Figure 1. Logic cells by family (run 1).
(3 px per um)
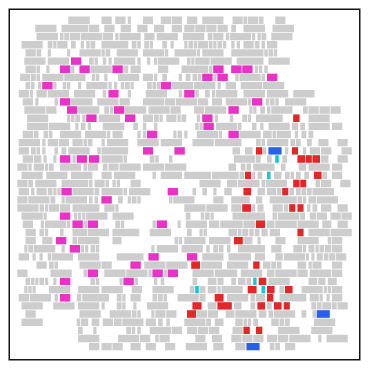
Figure 2. Routed metal per tile (run 1).
(2 px per um) The die is cut into 23 by 23 equal tiles; dark purple is low, yellow is high, scaled to the fullest tile. Values are wire area over tile area, all layers added.
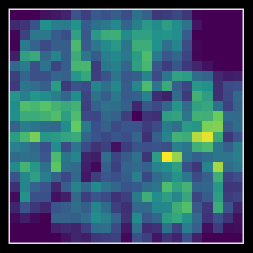
Figure 3. Placed standard cells (run 1).
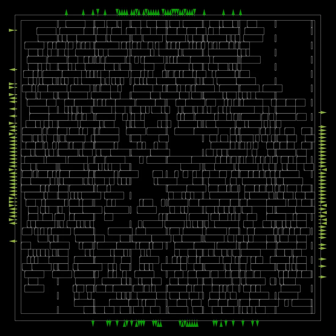
<file path="config.mk">
export PLATFORM = sky130hd
export DESIGN_NAME = timestamp_div_word_decoder
export DESIGN_NICKNAME = d
export VERILOG_FILES = /design/src/rtl/timestamp_div_pkg.sv /design/src/rtl/timestamp_div_word_decoder_sat_counter8.sv /design/src/rtl/timestamp_div_word_decoder.sv
export SDC_FILE = /design/constraint.sdc
export NUM_CORES = 1
export LEC_CHECK = 0
export CAP_MARGIN = 20
export CORE_MARGIN = 2
export CORE_UTILIZATION = 49
export CTS_CLUSTER_DIAMETER = 80
export DETAILED_ROUTE_END_ITERATION = 16
export PLACE_DENSITY = 0.79
export SLEW_MARGIN = 20
export SYNTH_ARGS = -nofsm -noshare
export SYNTH_HDL_FRONTEND = slang
export SYNTH_SLANG_ARGS = --single-unit
</file>
<file path="constraint.sdc">
create_clock -name BUS_CLK -period 3.4 [get_ports BUS_CLK]
set_clock_uncertainty 0.05 [all_clocks]
set_input_delay 0.68 -clock BUS_CLK [delete_from_list [all_inputs] [get_ports BUS_CLK]]
set_output_delay 0.68 -clock BUS_CLK [all_outputs]
set_load 0.005 [all_outputs]
</file>
<file path="src/rtl/timestamp_div_pkg.sv">
// Shared constants for the timestamp_div output-word decoder: word type
// nibbles, field positions inside a 32-bit FIFO word and FSM state codes.
package timestamp_div_pkg;

    // Type nibbles carried in bits [27:24] of every record word
    localparam logic [3:0] TS_W_LO  = 4'h1;
    localparam logic [3:0] TS_W_MID = 4'h2;
    localparam logic [3:0] TS_W_HI  = 4'h3;

    // Common word fields
    localparam int ID_MSB      = 31;
    localparam int ID_LSB      = 28;
    localparam int TYPE_MSB    = 27;
    localparam int TYPE_LSB    = 24;
    localparam int PAYLOAD_MSB = 23;
    localparam int PAYLOAD_LSB = 0;

    // Word 3 carries the 16-bit ToT above the top timestamp byte
    localparam int TOT_MSB   = 23;
    localparam int TOT_LSB   = 8;
    localparam int TS_HI_MSB = 7;
    localparam int TS_HI_LSB = 0;

    // FSM states: which record word is expected next
    localparam logic [1:0] ST_WAIT3 = 2'd0;
    localparam logic [1:0] ST_WAIT2 = 2'd1;
    localparam logic [1:0] ST_WAIT1 = 2'd2;

endpackage

</file>
<file path="src/rtl/timestamp_div_word_decoder_sat_counter8.sv">
// 8-bit event counter that sticks at 255; a clear request wins over a
// simultaneous increment.
module sat_counter8 (
    input  logic       clk,
    input  logic       rst,
    input  logic       clr,
    input  logic       inc,
    output logic [7:0] count
);

    logic [7:0] count_q;
    logic [7:0] count_d;

    // Next count: clear first, otherwise step unless already saturated
    always_comb begin
        count_d = count_q;
        if (clr) begin
            count_d = 8'd0;
        end else if (inc && (count_q != 8'hFF)) begin
            count_d = count_q + 8'd1;
        end
    end

    // Count register with synchronous reset
    always_ff @(posedge clk) begin
        if (rst) begin
            count_q <= 8'd0;
        end else begin
            count_q <= count_d;
        end
    end

    assign count = count_q;

endmodule

</file>
<file path="src/rtl/timestamp_div_word_decoder.sv">
// Pops three-word timestamp records from the timestamp_div output FIFO,
// checks ID and word order, and presents each rebuilt 56-bit timestamp plus
// 16-bit ToT on a valid/ready stream. Error events feed saturating counters.
module timestamp_div_word_decoder
    import timestamp_div_pkg::*;
#(
    parameter logic [3:0] IDENTIFIER = 4'b0001,
    parameter bit         CHECK_ID   = 1'b1
) (
    input  logic        BUS_CLK,
    input  logic        BUS_RST,
    input  logic        FIFO_EMPTY,
    input  logic [31:0] FIFO_DATA,
    output logic        FIFO_READ,
    output logic        OUT_VALID,
    input  logic        OUT_READY,
    output logic [3:0]  OUT_ID,
    output logic [55:0] OUT_TIMESTAMP,
    output logic [15:0] OUT_TOT,
    input  logic        CLR_CNT,
    output logic [15:0] REC_CNT,
    output logic [7:0]  SEQ_ERR_CNT,
    output logic [7:0]  ID_ERR_CNT
);

    logic [1:0]  state_q,     state_d;
    logic [3:0]  id_q,        id_d;
    logic [15:0] tot_q,       tot_d;
    logic [7:0]  ts_hi_q,     ts_hi_d;
    logic [23:0] ts_mid_q,    ts_mid_d;
    logic        out_valid_q, out_valid_d;
    logic [3:0]  out_id_q,    out_id_d;
    logic [55:0] out_ts_q,    out_ts_d;
    logic [15:0] out_tot_q,   out_tot_d;
    logic [15:0] rec_cnt_q,   rec_cnt_d;

    logic        stall;
    logic        fifo_read;
    logic [3:0]  w_id;
    logic [3:0]  w_type;
    logic [23:0] w_payload;
    logic        id_ok;
    logic        same_id;
    logic        seq_err;
    logic        id_err;
    logic        emit;

    // Word decode, FSM next state and partial-record capture
    always_comb begin
        stall     = out_valid_q & ~OUT_READY;
        fifo_read = ~FIFO_EMPTY & ~stall & ~BUS_RST;
        w_id      = FIFO_DATA[ID_MSB:ID_LSB];
        w_type    = FIFO_DATA[TYPE_MSB:TYPE_LSB];
        w_payload = FIFO_DATA[PAYLOAD_MSB:PAYLOAD_LSB];
        id_ok     = (CHECK_ID == 1'b0) || (w_id == IDENTIFIER);
        same_id   = (w_id == id_q);

        state_d  = state_q;
        id_d     = id_q;
        tot_d    = tot_q;
        ts_hi_d  = ts_hi_q;
        ts_mid_d = ts_mid_q;
        seq_err  = 1'b0;
        id_err   = 1'b0;
        emit     = 1'b0;

        if (fifo_read) begin
            if (!id_ok) begin
                id_err = 1'b1;
            end else begin
                case (w_type)
                    TS_W_HI: begin
                        // A word 3 always opens a fresh record, even mid-record
                        seq_err = (state_q != ST_WAIT3);
                        id_d    = w_id;
                        tot_d   = FIFO_DATA[TOT_MSB:TOT_LSB];
                        ts_hi_d = FIFO_DATA[TS_HI_MSB:TS_HI_LSB];
                        state_d = ST_WAIT2;
                    end
                    TS_W_MID: begin
                        if ((state_q == ST_WAIT2) && same_id) begin
                            ts_mid_d = w_payload;
                            state_d  = ST_WAIT1;
                        end else begin
                            seq_err = 1'b1;
                            state_d = ST_WAIT3;
                        end
                    end
                    TS_W_LO: begin
                        if ((state_q == ST_WAIT1) && same_id) begin
                            emit = 1'b1;
                        end else begin
                            seq_err = 1'b1;
                        end
                        state_d = ST_WAIT3;
                    end
                    default: begin
                        seq_err = 1'b1;
                        state_d = ST_WAIT3;
                    end
                endcase
            end
        end
    end

    // Output register and record counter; a new record may replace one being accepted
    always_comb begin
        out_valid_d = out_valid_q;
        out_id_d    = out_id_q;
        out_ts_d    = out_ts_q;
        out_tot_d   = out_tot_q;
        if (emit) begin
            out_valid_d = 1'b1;
            out_id_d    = id_q;
            out_ts_d    = {ts_hi_q, ts_mid_q, w_payload};
            out_tot_d   = tot_q;
        end else if (OUT_READY) begin
            out_valid_d = 1'b0;
        end

        rec_cnt_d = rec_cnt_q;
        if (CLR_CNT) begin
            rec_cnt_d = 16'd0;
        end else if (emit) begin
            rec_cnt_d = rec_cnt_q + 16'd1;
        end
    end

    // State registers with synchronous reset that drops any partial or pending record
    always_ff @(posedge BUS_CLK) begin
        if (BUS_RST) begin
            state_q     <= ST_WAIT3;
            id_q        <= 4'd0;
            tot_q       <= 16'd0;
            ts_hi_q     <= 8'd0;
            ts_mid_q    <= 24'd0;
            out_valid_q <= 1'b0;
            out_id_q    <= 4'd0;
            out_ts_q    <= 56'd0;
            out_tot_q   <= 16'd0;
            rec_cnt_q   <= 16'd0;
        end else begin
            state_q     <= state_d;
            id_q        <= id_d;
            tot_q       <= tot_d;
            ts_hi_q     <= ts_hi_d;
            ts_mid_q    <= ts_mid_d;
            out_valid_q <= out_valid_d;
            out_id_q    <= out_id_d;
            out_ts_q    <= out_ts_d;
            out_tot_q   <= out_tot_d;
            rec_cnt_q   <= rec_cnt_d;
        end
    end

    sat_counter8 u_seq_err_cnt (
        .clk   (BUS_CLK),
        .rst   (BUS_RST),
        .clr   (CLR_CNT),
        .inc   (seq_err),
        .count (SEQ_ERR_CNT)
    );

    sat_counter8 u_id_err_cnt (
        .clk   (BUS_CLK),
        .rst   (BUS_RST),
        .clr   (CLR_CNT),
        .inc   (id_err),
        .count (ID_ERR_CNT)
    );

    assign FIFO_READ     = fifo_read;
    assign OUT_VALID     = out_valid_q;
    assign OUT_ID        = out_id_q;
    assign OUT_TIMESTAMP = out_ts_q;
    assign OUT_TOT       = out_tot_q;
    assign REC_CNT       = rec_cnt_q;

endmodule

</file>
==> flow_metrics.tcl, run 1 <==
# yosys + openroad results
set metrics [dict create \
    worst_pin_slew_ns 0.755 \
    cts_sinks 163 \
    drtIter0Drc 365 \
    place_hpwl_um 10100 \
    swShare 0.205 \
    path_cells "clkdlybuf4s50_1, or4b_4, nor4_4, nand4_1, or3_1, a21oi_1" \
    topCellsByArea "dfxtp_1 (53%), nand2_1 (9.8%), a21oi_1 (7.9%), mux2i_1 (7.8%), nor2_1 (3.9%)" \
    hold_viol 0 \
    muxShareOfSynthArea 0.0777 \
    tool_warnings 26 \
    critPathMaxStageDelay_ns 0.58 \
    cp_top_family "simple AND/OR/NAND/NOR gates" \
    ys_sh_xor 0.0198 \
    setup_viol 0 \
    finalPower_uw 3890 \
    ys_types 38 \
    use_met3 0.0659 \
    endpoint "REC_CNT[15]$_SDFFE_PP0P_" \
    cp.depth 6 \
    drc_errors 0 \
    viasPerCell 5.33 \
    drv_slew 0 \
    slowest_stage "or4b_4" \
    r2r.worst_path.cells 5 \
    use_met1 0.276 \
    ys_cells 702 \
    r2r-start "state_q[0]$_SDFFE_PP0P_" \
    status "complete, no violations" \
    syn-cell-area_um2 6180 \
    fin_crit_sh 0.797 \
    ys.flop_type "dfxtp_1" \
    core_area_um2 12500 \
    met2_usage 0.397 \
    cts_root_buf "clkbuf_16" \
]
## Picture notes: Figure 1
[magenta] mux cells | cells: 48
[cyan] inv cells | cells: 5 | where: south-east
[blue] fa/ha/maj cells | cells: 3
[red] and/or cells | cells: 34

## Picture notes: Figure 2
fullest tile: 0.56
nearly empty tiles: 8.7%
tiles over half the peak: 19%
emptiest ninth of the die: north-east
mean over tiles: 0.18

## Picture notes: Figure 3
fraction of area in registers: 0.391
Filler cells: 1,020

==> run 1 -> run 2 <==
--- a/config.mk
+++ b/config.mk
@@ -7,10 +7,10 @@
 export LEC_CHECK = 0
 export CAP_MARGIN = 20
 export CORE_MARGIN = 2
-export CORE_UTILIZATION = 49
+export CORE_UTILIZATION = 45
 export CTS_CLUSTER_DIAMETER = 80
 export DETAILED_ROUTE_END_ITERATION = 16
-export PLACE_DENSITY = 0.79
+export PLACE_DENSITY = 0.76
 export SLEW_MARGIN = 20
 export SYNTH_ARGS = -nofsm -noshare
 export SYNTH_HDL_FRONTEND = slang
==> constraint.sdc (replaced) <==
create_clock -name BUS_CLK -period 2.4 [get_ports BUS_CLK]
set_clock_uncertainty 0.05 [all_clocks]
set_input_delay 0.48 -clock BUS_CLK [delete_from_list [all_inputs] [get_ports BUS_CLK]]
set_output_delay 0.48 -clock BUS_CLK [all_outputs]
set_load 0.005 [all_outputs]
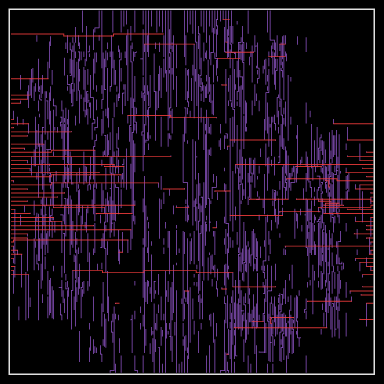
Figure 4: run 2, signal wires by layer.
(3 px per um) Only two layers are drawn.
[red] M3 | wire length: 1,270 um
[purple] M2 | wire length: 7,640 um

==> run 2 against run 1 <==
Hold slack improved by 0.00064 ns. Power rose by 42%. Final cell count rose by 3.6%. Register-to-register slack lost 0.94 ns. Sequential share of layout area fell by 1.7 points. Clock power up 41%. Count of clock-buffer cells in the layout unchanged. Area after synthesis unchanged. Combinational power rose by 54%. Largest power group unchanged. Core utilization down 1.7 points. Setup slack got worse by 0.64 ns.
==> flow_metrics.tcl, run 2 <==
# yosys + openroad results
set metrics [dict create \
    met2_usage 0.347 \
    hold_viol 0 \
    place_hpwl_um 10800 \
    slowest_stage "or4b_4" \
    ys_cells 702 \
    muxShareOfSynthArea 0.0777 \
    cts_root_buf "clkbuf_16" \
    drtIter0Drc 222 \
    fp_nets 742 \
    use_met1 0.258 \
    maxCapViolations 0 \
    drive_above_1_share 0.0957 \
    endpoint "REC_CNT[12]$_SDFFE_PP0P_" \
    io_buffers 146 \
    antenna_found_initial 0 \
    path_cells "clkdlybuf4s50_1, or4b_4, nor4_4, buf_4, nand4_1, buf_4, or4_1, a21oi_1" \
    drc_errors 0 \
    seq-cell-share 0.374 \
    cp.depth 8 \
    use_met3 0.0799 \
    viasPerCell 5.17 \
    critPathMaxStageDelay_ns 0.57 \
    clock_latency_ns 0.42 \
    cts_sinks 163 \
    yosys_warnings 0 \
    ys.flops 163 \
    finalPower_uw 5520 \
    crit_buf_inv 3 \
    ys_sh_xor 0.0198 \
    io_pins 147 \
    lay_top_cells "dfxtp_1 (163), nand2_1 (161), clkdlybuf4s50_1 (145), a21oi_1 (97), nor2_1 (64)" \
    core_area_um2 13300 \
    r2r-start "state_q[0]$_SDFFE_PP0P_" \
    setup_viol 0 \
    drv_slew 0 \
    ys.flop_type "dfxtp_1" \
    inverters 5 \
    status "complete, no violations" \
    syn-cell-area_um2 6180 \
    tool_warnings 27 \
    fin_crit_sh 0.980 \
    worst_pin_slew_ns 0.737 \
    r2r.worst_path.cells 6 \
    cp_top_family "simple AND/OR/NAND/NOR gates" \
]
Figure 5. Close-up of the layout (run 2).
Window x 46 to 76, y 46 to 76 um. Cells in grey, sequential cells in the stronger grey; small squares are vias.
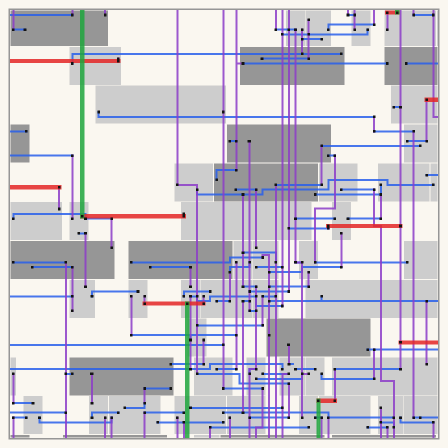

==> run 2 -> run 3 <==
--- a/config.mk
+++ b/config.mk
@@ -6,11 +6,12 @@
 export NUM_CORES = 1
 export LEC_CHECK = 0
 export CAP_MARGIN = 20
-export CORE_MARGIN = 2
-export CORE_UTILIZATION = 45
+export CORE_MARGIN = 1
+export CORE_UTILIZATION = 53
+export CTS_BUF_LIST = sky130_fd_sc_hd__clkbuf_8 sky130_fd_sc_hd__clkbuf_16
 export CTS_CLUSTER_DIAMETER = 80
 export DETAILED_ROUTE_END_ITERATION = 16
-export PLACE_DENSITY = 0.76
+export PLACE_DENSITY = 0.84
 export SLEW_MARGIN = 20
 export SYNTH_ARGS = -nofsm -noshare
 export SYNTH_HDL_FRONTEND = slang
==> constraint.sdc (replaced) <==
create_clock -name BUS_CLK -period 2.73 [get_ports BUS_CLK]
set_clock_uncertainty 0.05 [all_clocks]
set_input_delay 0.546 -clock BUS_CLK [delete_from_list [all_inputs] [get_ports BUS_CLK]]
set_output_delay 0.546 -clock BUS_CLK [all_outputs]
set_load 0.005 [all_outputs]
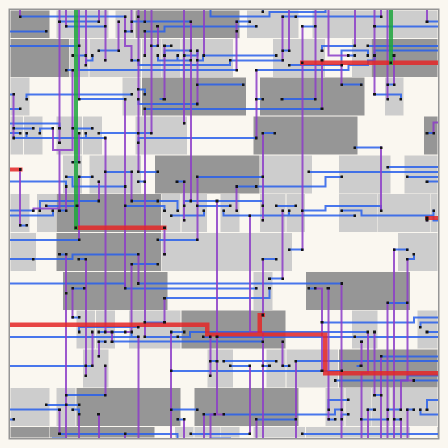
Figure 6: run 3, close-up of the layout.
Window x 40 to 70, y 40 to 70 um. Cells in grey, sequential cells in the stronger grey; small squares are vias.
[purple] M2
[red] M3
[green] M4
[blue] M1
most frequent: dfxtp_1 (15), nand2_1 (14), a21oi_1 (9)
cells with their middle in the window: 65
sequential cells in the window: 15
netlist names of flops here include: OUT_TOT (5), tot_q (5), state_q (2)

==> run 3 against run 2 <==
Largest power group unchanged. Count of clock-buffer cells in the layout down 6. Area after synthesis unchanged. Core utilization up 8.7 points. Sequential share of layout area up 1.3 points. Largest cell class unchanged. First-iteration DRC count up 59%. Routed wire length down 1.3%. Non-clock buffer count down 20. Register-to-register slack better by 0.30 ns. Die size down 18%. Sequential cell count unchanged. Setup slack better by 0.25 ns. Final cell count down 5.0%.
==> flow_metrics.tcl, run 3 <==
# yosys + openroad results
set metrics [dict create \
    place_hpwl_um 10300 \
    finalPower_uw 4870 \
    hp-class "register to register" \
    viasPerCell 5.49 \
    drive_above_1_share 0.0734 \
    critPathArrivalTime_ns 2.73 \
    worst_pin_slew_ns 0.856 \
    endpoint "u_seq_err_cnt.count[4]$_SDFFE_PP0P_" \
    clkCellAreaFrac 0.0695 \
    r2r.worst_path.cells 5 \
    slowest_stage "or4b_4" \
    muxShareOfSynthArea 0.0777 \
    ys_cells 702 \
    clock_latency_ns 0.42 \
    power_clock_uw 2340 \
    ys_sh_xor 0.0198 \
    inverters 5 \
    io_pins 147 \
    yosys_warnings 0 \
    topCellsByArea "dfxtp_1 (53%), nand2_1 (9.8%), a21oi_1 (7.9%), mux2i_1 (7.8%), nor2_1 (3.9%)" \
    ys_types 38 \
    r2r-start "state_q[0]$_SDFFE_PP0P_" \
    tool_warnings 26 \
    io_buffers 146 \
    drc_errors 0 \
    setup_viol 0 \
    status "complete, no violations" \
    cts_root_buf "clkbuf_16" \
    hold_viol 0 \
    use_met1 0.322 \
    core_area_um2 11400 \
    antenna_found_initial 0 \
    cp.depth 6 \
    seq-cell-share 0.388 \
    final_nets 885 \
    syn-cell-area_um2 6180 \
    drtIter0Drc 352 \
    fin_crit_sh 0.892 \
    use_met3 0.0852 \
    power_leakage_uw 0.00299 \
    met2_usage 0.426 \
    nFillCells 808 \
    lay_top_cells "dfxtp_1 (163), nand2_1 (161), clkdlybuf4s50_1 (145), a21oi_1 (98), nor2_1 (64)" \
    wl_um 15600 \
    ys.flops 163 \
]
Power figures rest on the tool's default switching activity, not on a simulated workload.
